File: src/rtl/ctrl_pkg.sv
// Shared types and constants for the multicycle ARMv4 control unit.
// State encoding, instruction field constants and the control-word bundle.
package ctrl_pkg;

   typedef enum logic [3:0] {
      FETCH, DECODE, EXECR, EXECI, EXECM, ALUWB, MEMADR,
      MEMRD, MEMWB, MEMWR, BRANCH, UNDEF, FAULT
   } state_t;

   localparam logic [3:0] CMD_CMP = 4'b1010;
   localparam logic [3:0] CMD_MOV = 4'b1101;

   localparam logic [1:0] OP_DP  = 2'b00;
   localparam logic [1:0] OP_MEM = 2'b01;
   localparam logic [1:0] OP_BR  = 2'b10;
   localparam logic [1:0] OP_UND = 2'b11;

   typedef struct packed {
      logic       mem_req;
      logic       irw;
      logic       adr_src;
      logic       alu_src_a;
      logic [1:0] alu_src_b;
      logic [1:0] result_src;
      logic [1:0] imm_src;
      logic [2:0] reg_src;
      logic       alu_op;
      logic       next_pc;
      logic       branch;
      logic       reg_w;
      logic       mem_w;
      logic       mul_start;
      logic       undef;
      logic       fault;
   } ctrl_t;

   // counter width able to hold 0..n-1, never zero bits
   function automatic int cw(input int n);
      return (n > 1) ? $clog2(n) : 1;
   endfunction

endpackage

File: src/rtl/multicycle_control_fsm_if.sv
// Instruction-field, memory handshake and datapath control bundle.
// master = control FSM side, slave = datapath / memory side.
interface multicycle_control_fsm_if;

   logic [1:0] Op;
   logic [5:0] Funct;
   logic       MulOp;
   logic       mem_ready;

   logic       mem_req;
   logic       IRWrite;
   logic       AdrSrc;
   logic       ALUSrcA;
   logic [1:0] ALUSrcB;
   logic [1:0] ResultSrc;
   logic [1:0] ImmSrc;
   logic [2:0] RegSrc;
   logic       ALUOp;
   logic       NextPC;
   logic       Branch;
   logic       RegW;
   logic       MemW;
   logic       mul_start;
   logic       undef;
   logic       fault;

   modport master (
      input  Op, Funct, MulOp, mem_ready,
      output mem_req, IRWrite, AdrSrc, ALUSrcA, ALUSrcB,
      output ResultSrc, ImmSrc, RegSrc, ALUOp, NextPC,
      output Branch, RegW, MemW, mul_start, undef, fault
   );

   modport slave (
      output Op, Funct, MulOp, mem_ready,
      input  mem_req, IRWrite, AdrSrc, ALUSrcA, ALUSrcB,
      input  ResultSrc, ImmSrc, RegSrc, ALUOp, NextPC,
      input  Branch, RegW, MemW, mul_start, undef, fault
   );

endinterface

File: src/rtl/mem_wait_timer.sv
// Small up-counter with synchronous clear and terminal-value flag.
// Used for memory wait timeout and multiply latency.
module mem_wait_timer
   import ctrl_pkg::*;
#(
   parameter int N    = 16,
   parameter int LAST = 14
) (
   input  logic clk,
   input  logic reset,
   input  logic clear,
   input  logic count,
   output logic expire
);

   localparam int W = cw(N);

   logic [W-1:0] q;

   // count up while enabled, restart on clear or reset
   always_ff @(posedge clk) begin
      if (!reset || clear) q <= '0;
      else if (count)      q <= q + 1'b1;
   end

   assign expire = (q == W'(LAST));

endmodule

File: src/rtl/multicycle_control_fsm.sv
// Multicycle ARMv4 control FSM with memory handshake and timeout fault.
// Define MUL_EN to add the EXECM multiply path (MUL_LAT cycles).
module multicycle_control_fsm
   import ctrl_pkg::*;
#(
   parameter int MEM_TIMEOUT = 16,
   parameter int MUL_LAT     = 3
) (
   input  logic                   clk,
   input  logic                   reset,
   multicycle_control_fsm_if.master bus
);

   state_t     state;
   ctrl_t      c;
   logic       run_q;
   logic       rdy;
   logic       tm_clr;
   logic       tm_cnt;
   logic       tm_exp;
   logic       tm_hit;
   logic       mul_hit;
   logic       lat_done;
   logic [3:0] cmd;

   assign cmd = bus.Funct[4:1];

`ifdef MUL_EN
   logic mul_first;
   logic lat_exp;

   assign mul_hit  = bus.MulOp;
   assign lat_done = lat_exp;

   mem_wait_timer #(.N(MUL_LAT), .LAST(MUL_LAT-1)) u_lat (
      .clk    (clk),
      .reset  (reset),
      .clear  (state != EXECM),
      .count  (state == EXECM),
      .expire (lat_exp)
   );
`else
   logic unused_mulop;

   assign unused_mulop = bus.MulOp;
   assign mul_hit      = 1'b0;
   assign lat_done     = 1'b1;
`endif

   // ready only counts while a request is actually out
   assign rdy    = bus.mem_ready & c.mem_req;
   assign tm_cnt = c.mem_req & ~bus.mem_ready;
   assign tm_clr = ~c.mem_req | bus.mem_ready;
   assign tm_hit = tm_cnt & tm_exp;

   mem_wait_timer #(.N(MEM_TIMEOUT), .LAST(MEM_TIMEOUT-2)) u_tmr (
      .clk    (clk),
      .reset  (reset),
      .clear  (tm_clr),
      .count  (tm_cnt),
      .expire (tm_exp)
   );

   // state sequencing per instruction class
   always_ff @(posedge clk) begin
      if (!reset) begin
         state <= FETCH;
         run_q <= 1'b0;
`ifdef MUL_EN
         mul_first <= 1'b0;
`endif
      end else begin
         run_q <= 1'b1;
`ifdef MUL_EN
         mul_first <= (state == DECODE);
`endif
         unique case (state)
            FETCH:
               if (rdy)         state <= DECODE;
               else if (tm_hit) state <= FAULT;
            DECODE:
               unique case (bus.Op)
                  OP_DP:
                     state <= bus.Funct[5] ? EXECI :
                              (mul_hit ? EXECM : EXECR);
                  OP_MEM: state <= MEMADR;
                  OP_BR:  state <= BRANCH;
                  OP_UND: state <= UNDEF;
               endcase
            EXECR, EXECI:
               state <= (cmd == CMD_CMP) ? FETCH : ALUWB;
            EXECM:
               if (lat_done) state <= ALUWB;
            MEMADR:
               state <= bus.Funct[0] ? MEMRD : MEMWR;
            MEMRD:
               if (rdy)         state <= MEMWB;
               else if (tm_hit) state <= FAULT;
            MEMWR:
               if (rdy)         state <= FETCH;
               else if (tm_hit) state <= FAULT;
            ALUWB, MEMWB, BRANCH, UNDEF:
               state <= FETCH;
            FAULT:
               state <= FAULT;
            default:
               state <= FETCH;
         endcase
      end
   end

   // state-decoded control word; reset forces everything low at once
   always_comb begin
      c = '0;
      unique case (state)
         FETCH: begin
            c.mem_req    = 1'b1;
            c.alu_src_a  = 1'b1;
            c.alu_src_b  = 2'b10;
            c.result_src = 2'b10;
            c.irw        = bus.mem_ready;
            c.next_pc    = bus.mem_ready;
         end
         DECODE: begin
            c.alu_src_a = 1'b1;
            c.alu_src_b = 2'b10;
            c.imm_src   = (bus.Op == OP_UND) ? 2'b00 : bus.Op;
         end
         EXECR: begin
            c.alu_op     = 1'b1;
            c.reg_src[2] = (cmd == CMD_MOV);
         end
         EXECI: begin
            c.alu_op     = 1'b1;
            c.alu_src_b  = 2'b01;
            c.reg_src[2] = (cmd == CMD_MOV);
         end
         EXECM: begin
`ifdef MUL_EN
            c.mul_start = mul_first;
`endif
         end
         ALUWB: c.reg_w = 1'b1;
         MEMADR: begin
            c.alu_src_b  = 2'b01;
            c.imm_src    = 2'b01;
            c.reg_src[1] = ~bus.Funct[0];
         end
         MEMRD: begin
            c.mem_req = 1'b1;
            c.adr_src = 1'b1;
         end
         MEMWB: begin
            c.reg_w      = 1'b1;
            c.result_src = 2'b01;
         end
         MEMWR: begin
            c.mem_req = 1'b1;
            c.adr_src = 1'b1;
            c.mem_w   = bus.mem_ready;
         end
         BRANCH: begin
            c.branch     = 1'b1;
            c.next_pc    = 1'b1;
            c.imm_src    = 2'b10;
            c.alu_src_b  = 2'b01;
            c.result_src = 2'b10;
            c.reg_src[0] = 1'b1;
         end
         UNDEF: c.undef = 1'b1;
         FAULT: c.fault = 1'b1;
         default: ;
      endcase
      if (!(reset && run_q)) c = '0;
   end

   assign bus.mem_req   = c.mem_req;
   assign bus.IRWrite   = c.irw;
   assign bus.AdrSrc    = c.adr_src;
   assign bus.ALUSrcA   = c.alu_src_a;
   assign bus.ALUSrcB   = c.alu_src_b;
   assign bus.ResultSrc = c.result_src;
   assign bus.ImmSrc    = c.imm_src;
   assign bus.RegSrc    = c.reg_src;
   assign bus.ALUOp     = c.alu_op;
   assign bus.NextPC    = c.next_pc;
   assign bus.Branch    = c.branch;
   assign bus.RegW      = c.reg_w;
   assign bus.MemW      = c.mem_w;
   assign bus.mul_start = c.mul_start;
   assign bus.undef     = c.undef;
   assign bus.fault     = c.fault;

endmodule

File: src/flat_wrapper.sv
// flat-port wrapper written by rule: the top's interface ports become plain ports
module multicycle_control_fsm_flat import ctrl_pkg::*;
#(
   parameter int MEM_TIMEOUT = 16,
   parameter int MUL_LAT     = 3
)
  (clk, reset, bus_Op, bus_Funct, bus_MulOp, bus_mem_ready, bus_mem_req, bus_IRWrite, bus_AdrSrc, bus_ALUSrcA, bus_ALUSrcB, bus_ResultSrc, bus_ImmSrc, bus_RegSrc, bus_ALUOp, bus_NextPC, bus_Branch, bus_RegW, bus_MemW, bus_mul_start, bus_undef, bus_fault);
  multicycle_control_fsm_if bus_i ();
  input  logic clk;
  input  logic reset;
  input wire logic [$bits(bus_i.Op)-1:0] bus_Op;
  input wire logic [$bits(bus_i.Funct)-1:0] bus_Funct;
  input wire logic [$bits(bus_i.MulOp)-1:0] bus_MulOp;
  input wire logic [$bits(bus_i.mem_ready)-1:0] bus_mem_ready;
  output wire logic [$bits(bus_i.mem_req)-1:0] bus_mem_req;
  output wire logic [$bits(bus_i.IRWrite)-1:0] bus_IRWrite;
  output wire logic [$bits(bus_i.AdrSrc)-1:0] bus_AdrSrc;
  output wire logic [$bits(bus_i.ALUSrcA)-1:0] bus_ALUSrcA;
  output wire logic [$bits(bus_i.ALUSrcB)-1:0] bus_ALUSrcB;
  output wire logic [$bits(bus_i.ResultSrc)-1:0] bus_ResultSrc;
  output wire logic [$bits(bus_i.ImmSrc)-1:0] bus_ImmSrc;
  output wire logic [$bits(bus_i.RegSrc)-1:0] bus_RegSrc;
  output wire logic [$bits(bus_i.ALUOp)-1:0] bus_ALUOp;
  output wire logic [$bits(bus_i.NextPC)-1:0] bus_NextPC;
  output wire logic [$bits(bus_i.Branch)-1:0] bus_Branch;
  output wire logic [$bits(bus_i.RegW)-1:0] bus_RegW;
  output wire logic [$bits(bus_i.MemW)-1:0] bus_MemW;
  output wire logic [$bits(bus_i.mul_start)-1:0] bus_mul_start;
  output wire logic [$bits(bus_i.undef)-1:0] bus_undef;
  output wire logic [$bits(bus_i.fault)-1:0] bus_fault;
  assign bus_i.Op = bus_Op;
  assign bus_i.Funct = bus_Funct;
  assign bus_i.MulOp = bus_MulOp;
  assign bus_i.mem_ready = bus_mem_ready;
  assign bus_mem_req = bus_i.mem_req;
  assign bus_IRWrite = bus_i.IRWrite;
  assign bus_AdrSrc = bus_i.AdrSrc;
  assign bus_ALUSrcA = bus_i.ALUSrcA;
  assign bus_ALUSrcB = bus_i.ALUSrcB;
  assign bus_ResultSrc = bus_i.ResultSrc;
  assign bus_ImmSrc = bus_i.ImmSrc;
  assign bus_RegSrc = bus_i.RegSrc;
  assign bus_ALUOp = bus_i.ALUOp;
  assign bus_NextPC = bus_i.NextPC;
  assign bus_Branch = bus_i.Branch;
  assign bus_RegW = bus_i.RegW;
  assign bus_MemW = bus_i.MemW;
  assign bus_mul_start = bus_i.mul_start;
  assign bus_undef = bus_i.undef;
  assign bus_fault = bus_i.fault;
  multicycle_control_fsm #(.MEM_TIMEOUT(MEM_TIMEOUT), .MUL_LAT(MUL_LAT)) u_core (.clk(clk), .reset(reset), .bus(bus_i));
endmodule
File: config.mk
export PLATFORM = sky130hd
export DESIGN_NAME = multicycle_control_fsm_flat
export DESIGN_NICKNAME = d
export VERILOG_FILES = /design/src/rtl/ctrl_pkg.sv /design/src/rtl/multicycle_control_fsm_if.sv /design/src/rtl/mem_wait_timer.sv /design/src/rtl/multicycle_control_fsm.sv /design/src/flat_wrapper.sv
export SDC_FILE = /design/constraint.sdc
export NUM_CORES = 1
export LEC_CHECK = 0
export CORE_AREA = 2 2 50 52
export CTS_CLUSTER_DIAMETER = 150
export DETAILED_ROUTE_END_ITERATION = 8
export DIE_AREA = 0 0 52 54
export GPL_TIMING_DRIVEN = 0
export MAX_ROUTING_LAYER = met4
export PLACE_DENSITY_LB_ADDON = 0.2
export SLEW_MARGIN = 5
export SYNTH_ARGS = -nofsm -noshare
export SYNTH_HDL_FRONTEND = slang
export SYNTH_SLANG_ARGS = --single-unit
File: constraint.sdc
create_clock -name clk -period 1.32 [get_ports clk]
set_input_delay 0.264 -clock clk [delete_from_list [all_inputs] [get_ports clk]]
set_output_delay 0.264 -clock clk [all_outputs]
set_load 0.005 [all_outputs]
==> results.ini, run 1 <==
[run_status]
run_status=finished, violations left
failed_checks=negative setup slack

[logic_synthesis]
synth-seq-cells=9
synthDistinctLibCells=41
synth_chip_area_sq_um=836
top_logic_kind=simple AND/OR/NAND/NOR gates
synth.top_cells.by_count=nor2_1, and3_1, dfxtp_1
top_cell=nor2_1

[floorplan]
floorplan.core_util=0.360
design.die.area_sq_mm=0.00281

[critical_path]
critical_path.endpoint=bus_NextPC
criticalPathCategory=reg2out
most_repeated_library_cell_on_the_critical_path=buf_6

[power_and_ir_drop]
power.switching_fraction=0.396
switchingPower_w=0.00111
seq_power_share=0.155
power.leakage_nw=0.798

[placement]
gp_congestion=0.905

[final_timing]
timing.final.ws_setup_ns=-0.442
setup_viol=28
hold_ws_ns=0.354
worst_clock_skew_ns=0.00340

[clock_network]
clock_sink_count=9
ctsLongestPathBuffers=2

[route]
routed.top_layer=met4
drc=0

[global_route]
grt_busiest_layer=met2

[run]
total_number_of_warnings_across_the_stage_logs=31

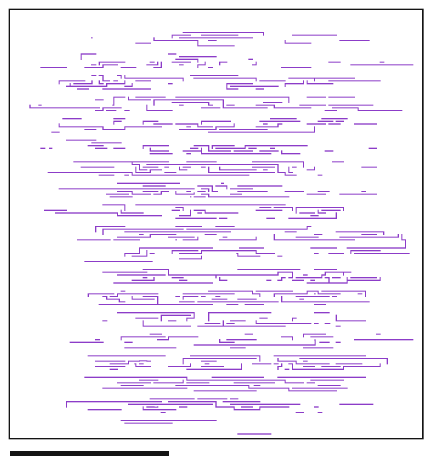
Figure 1: run 1, M1 wires.
Bar = 20 um.
The layer holds 42% of the routed length. 179 nets have wire on it. The wires run mostly horizontal.
wirelength, routed: 3.80 mm
global-route met1 utilization: 0.307
total vias in the final route: 1222

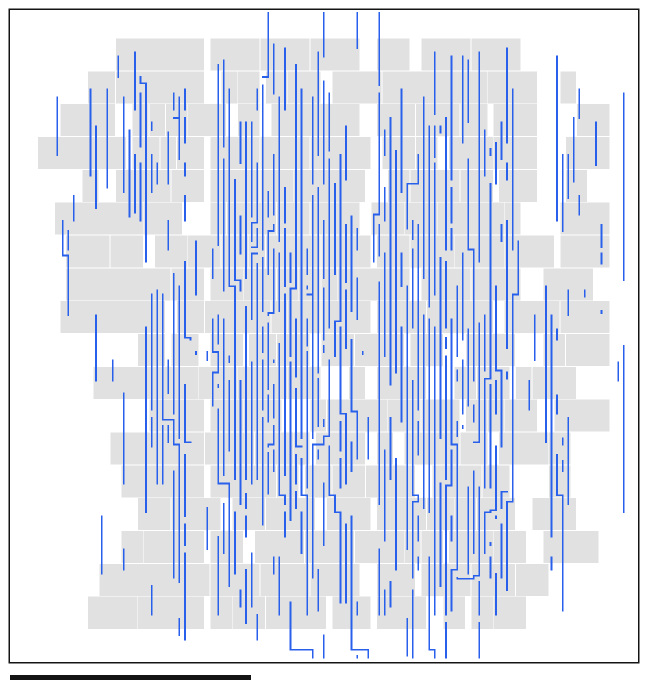
Figure 2: run 1, M2 wires.
Bar = 20 um.
The layer carries 1910 um of wire. The longest straight run is 28.9 um. The wires run mostly vertical. 182 nets have wire on it.

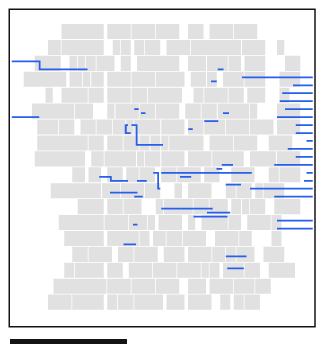
Figure 3: run 1, metal 3.
Bar = 20 um.
The longest straight run is 15.2 um. The layer holds 4.8% of the routed length. The wires run mostly horizontal. The layer carries 181 um of wire.
met3 GRT Util: 0.0444

--- run 2 (diff from run 1) ---
CELL_PAD_IN_SITES_DETAIL_PLACEMENT = 0   (was not set)
CELL_PAD_IN_SITES_GLOBAL_PLACEMENT = 1   (was not set)
CORE_AREA = 2 2 59 61   (was 2 2 50 52)
DIE_AREA = 0 0 61 63   (was 0 0 52 54)
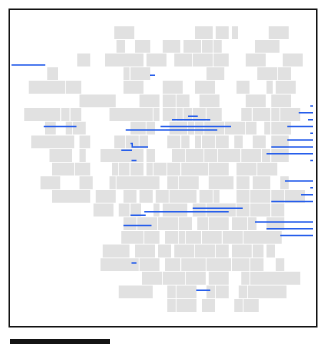
Figure 4: run 2, metal 3.
Bar = 20 um.
The layer holds 4.8% of the routed length. The wires run mostly horizontal. 28 nets have wire on it.

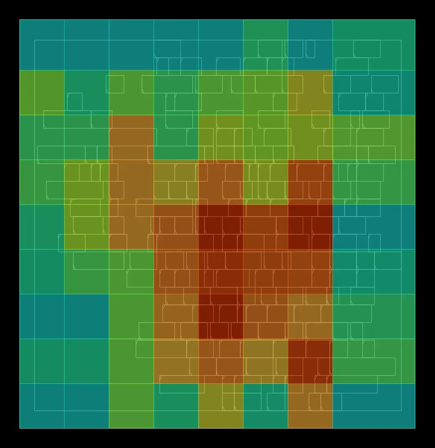
Figure 5: run 2, routing congestion map.
global-route met1 utilization: 0.204
met3 GRT Util: 0.0311
overall track demand over capacity in global routing: 0.191
met2 capacity usage during global routing: 0.336
routing layer with the top usage in global route: met2

==> run 2 against run 1 <==
The flow still finishes with violations (negative setup slack). Sequential share of layout area is 0.069 points lower. Clock power decreased by 5%. Final cell count up 7.8%. Combinational power is 4% lower. Non-clock buffer count increased by 1. Area after synthesis stayed put. Utilization decreased by 21 points. Worst hold slack improved by 0.0053 ns. Register-to-register slack about the same. Critical endpoint unchanged. Largest cell class is now logic gates.
==> results.ini, run 2 <==
[run_status]
run_status=finished, violations left
failed_checks=negative setup slack

[clock_network]
clock_sink_count=9  ; unchanged
ctsLongestPathBuffers=2  ; unchanged
post_cts_hold_buffer_count=0

[logic_synthesis]
synth-seq-cells=9  ; unchanged
synth_chip_area_sq_um=836  ; unchanged
flop_cell=dfxtp_1
top_cell=nor2_1
xor_share=0.0210
top_logic_kind=simple AND/OR/NAND/NOR gates
post-synth-top-area-fraction=0.216
synthDistinctLibCells=41  ; unchanged
syn_nets=126
synth.top_cells.by_count=nor2_1, and3_1, dfxtp_1
syn_area_per_cell_sq_um=7.46

[power_and_ir_drop]
seq_power_share=0.159  ; +0.004
power.switching_fraction=0.397  ; about the same
pwr-share-comb=0.766
switchingPower_w=0.00108  ; -3.1%
p_int_w=0.00164
power.clock.fraction=0.076
seq-power_w=0.000432
power.leakage_nw=0.799  ; +0.13%

[run]
total_number_of_warnings_across_the_stage_logs=31  ; unchanged

[critical_path]
criticalPathCategory=reg2out
most_repeated_library_cell_on_the_critical_path=buf_6
path_buffers=3
critical_path.endpoint=bus_NextPC

[route]
routed.top_layer=met4
met2WireLength_mm=1.99
dr.first_iter.drc_count=78
vias=1179  ; -3.5%
wl_mm=3.59  ; -5.5%
drc=0  ; unchanged

[placement]
gp_congestion=0.782  ; -14%
dp_hpwl_mm=1.94

[final_timing]
timing.final.ws_setup_ns=-0.476  ; -0.0334 ns
worst_clock_skew_ns=0.00171  ; -0.00170 ns
hold_ws_ns=0.359  ; +0.00532 ns
setup_viol=28  ; unchanged

[floorplan]
floorplan.core_util=0.259  ; -0.102
design.die.area_sq_mm=0.00384  ; +37%
n_tap_cell=46

[finish]
biggestRegsByFlops=u_core.state x4, u_core.u_tmr.q x4, u_core.run_q x1
layout.area.comb_sq_um=803

--- run 3 (diff from run 2) ---
SKIP_LAST_GASP = 1   (was not set)
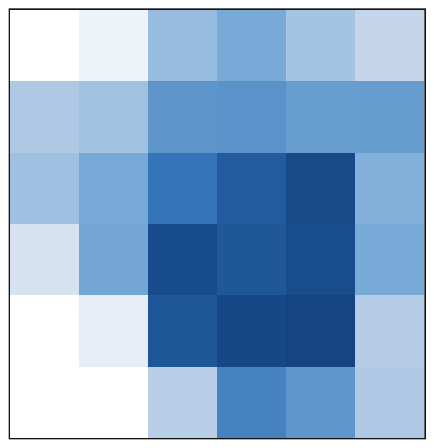
Figure 6: run 3, placement density heat map.
6 x 6 tiles, from white (low) to dark blue (high), 0 to 100% covered.
The fullest tile reaches 92%. The densest ninth of the die: middle. 11% of the tiles are nearly empty.
placeable core area: 0.00323 sq mm
core utilization at floorplan: 0.259
Final Util: 0.585

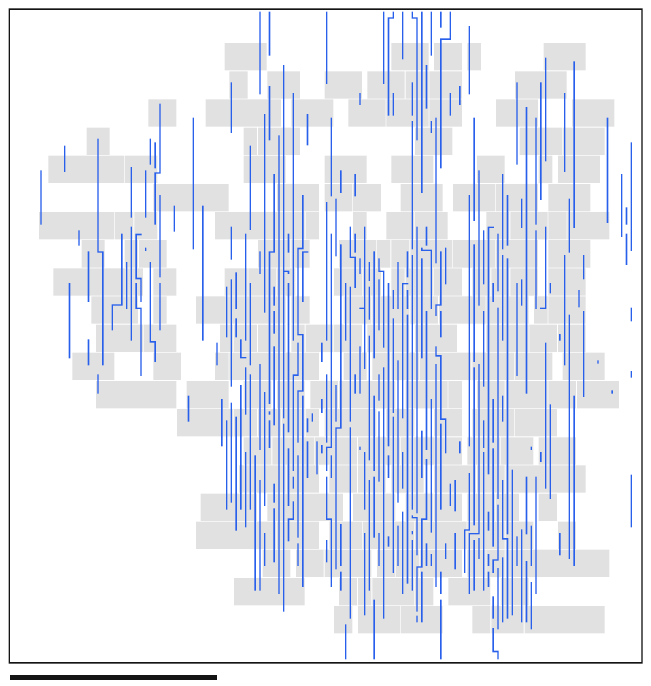
Figure 7: run 3, M2 wires.
Bar = 20 um.
187 nets have wire on it. The longest straight run is 44.2 um. The layer carries 2020 um of wire. The wires run mostly vertical. The layer holds 55% of the routed length.

==> run 3 against run 2 <==
Clock power about the same. Die area unchanged. Largest cell class unchanged. Setup slack got worse by 0.0048 ns. Clock skew about the same. Routed wire length increased by 2.3%. The run still ends with negative setup slack left. Via count about the same. Critical endpoint unchanged.
==> results.ini, run 3 <==
[critical_path]
path_buffers=3  ; unchanged
most_repeated_library_cell_on_the_critical_path=buf_6
critical_path.endpoint=bus_NextPC
criticalPathCategory=reg2out

[run]
total_number_of_warnings_across_the_stage_logs=31  ; unchanged

[floorplan]
design.die.area_sq_mm=0.00384  ; unchanged
n_tap_cell=46  ; unchanged

[clock_network]
post_cts_hold_buffer_count=0  ; unchanged
ctsLongestPathBuffers=2  ; unchanged

[route]
dr.first_iter.drc_count=77  ; -1.3%
vias=1178  ; -0.085%
routed.top_layer=met4
wl_mm=3.68  ; +2.3%
met2WireLength_mm=2.02  ; +1.4%

[global_route]
globalRouteMet1Util=0.203  ; -0.00125
grt_util_met3=0.0311  ; unchanged
global_route.usage.met2=0.335  ; -0.00134
groute.usage.overall=0.190  ; -0.000834
grt_busiest_layer=met2

[power_and_ir_drop]
power.clock.fraction=0.075  ; about the same
p_int_w=0.00164  ; -0.13%
pwr.group.clock_w=0.000206
power.leakage_nw=0.821  ; +2.8%
seq_power_share=0.160  ; about the same
pwr-share-comb=0.765  ; about the same
power.switching_fraction=0.398  ; +0.00135
switchingPower_w=0.00108  ; +0.44%

[logic_synthesis]
synth-seq-cells=9  ; unchanged
syn_nets=126  ; unchanged
synthDistinctLibCells=41  ; unchanged
post-synth-top-area-fraction=0.216  ; unchanged
syn_area_per_cell_sq_um=7.46  ; unchanged
synth_chip_area_sq_um=836  ; unchanged
xor_share=0.0210  ; unchanged
synth.top_cells.by_count=nor2_1, and3_1, dfxtp_1
top_cell=nor2_1
top_logic_kind=simple AND/OR/NAND/NOR gates

[final_timing]
setup_viol=28  ; unchanged
worst_clock_skew_ns=0.00172  ; +0.0000131 ns
timing.final.ws_setup_ns=-0.480  ; -0.00484 ns
hold_ws_ns=0.350  ; -0.00924 ns

[placement]
dp_hpwl_mm=1.94  ; unchanged
gp_congestion=0.782  ; unchanged

[finish]
layout.area.comb_sq_um=803  ; unchanged
biggestRegsByFlops=u_core.state x4, u_core.u_tmr.q x4, u_core.run_q x1

[run_status]
run_status=finished, violations left
failed_checks=negative setup slack

Power is estimated from default activity; no workload was simulated.
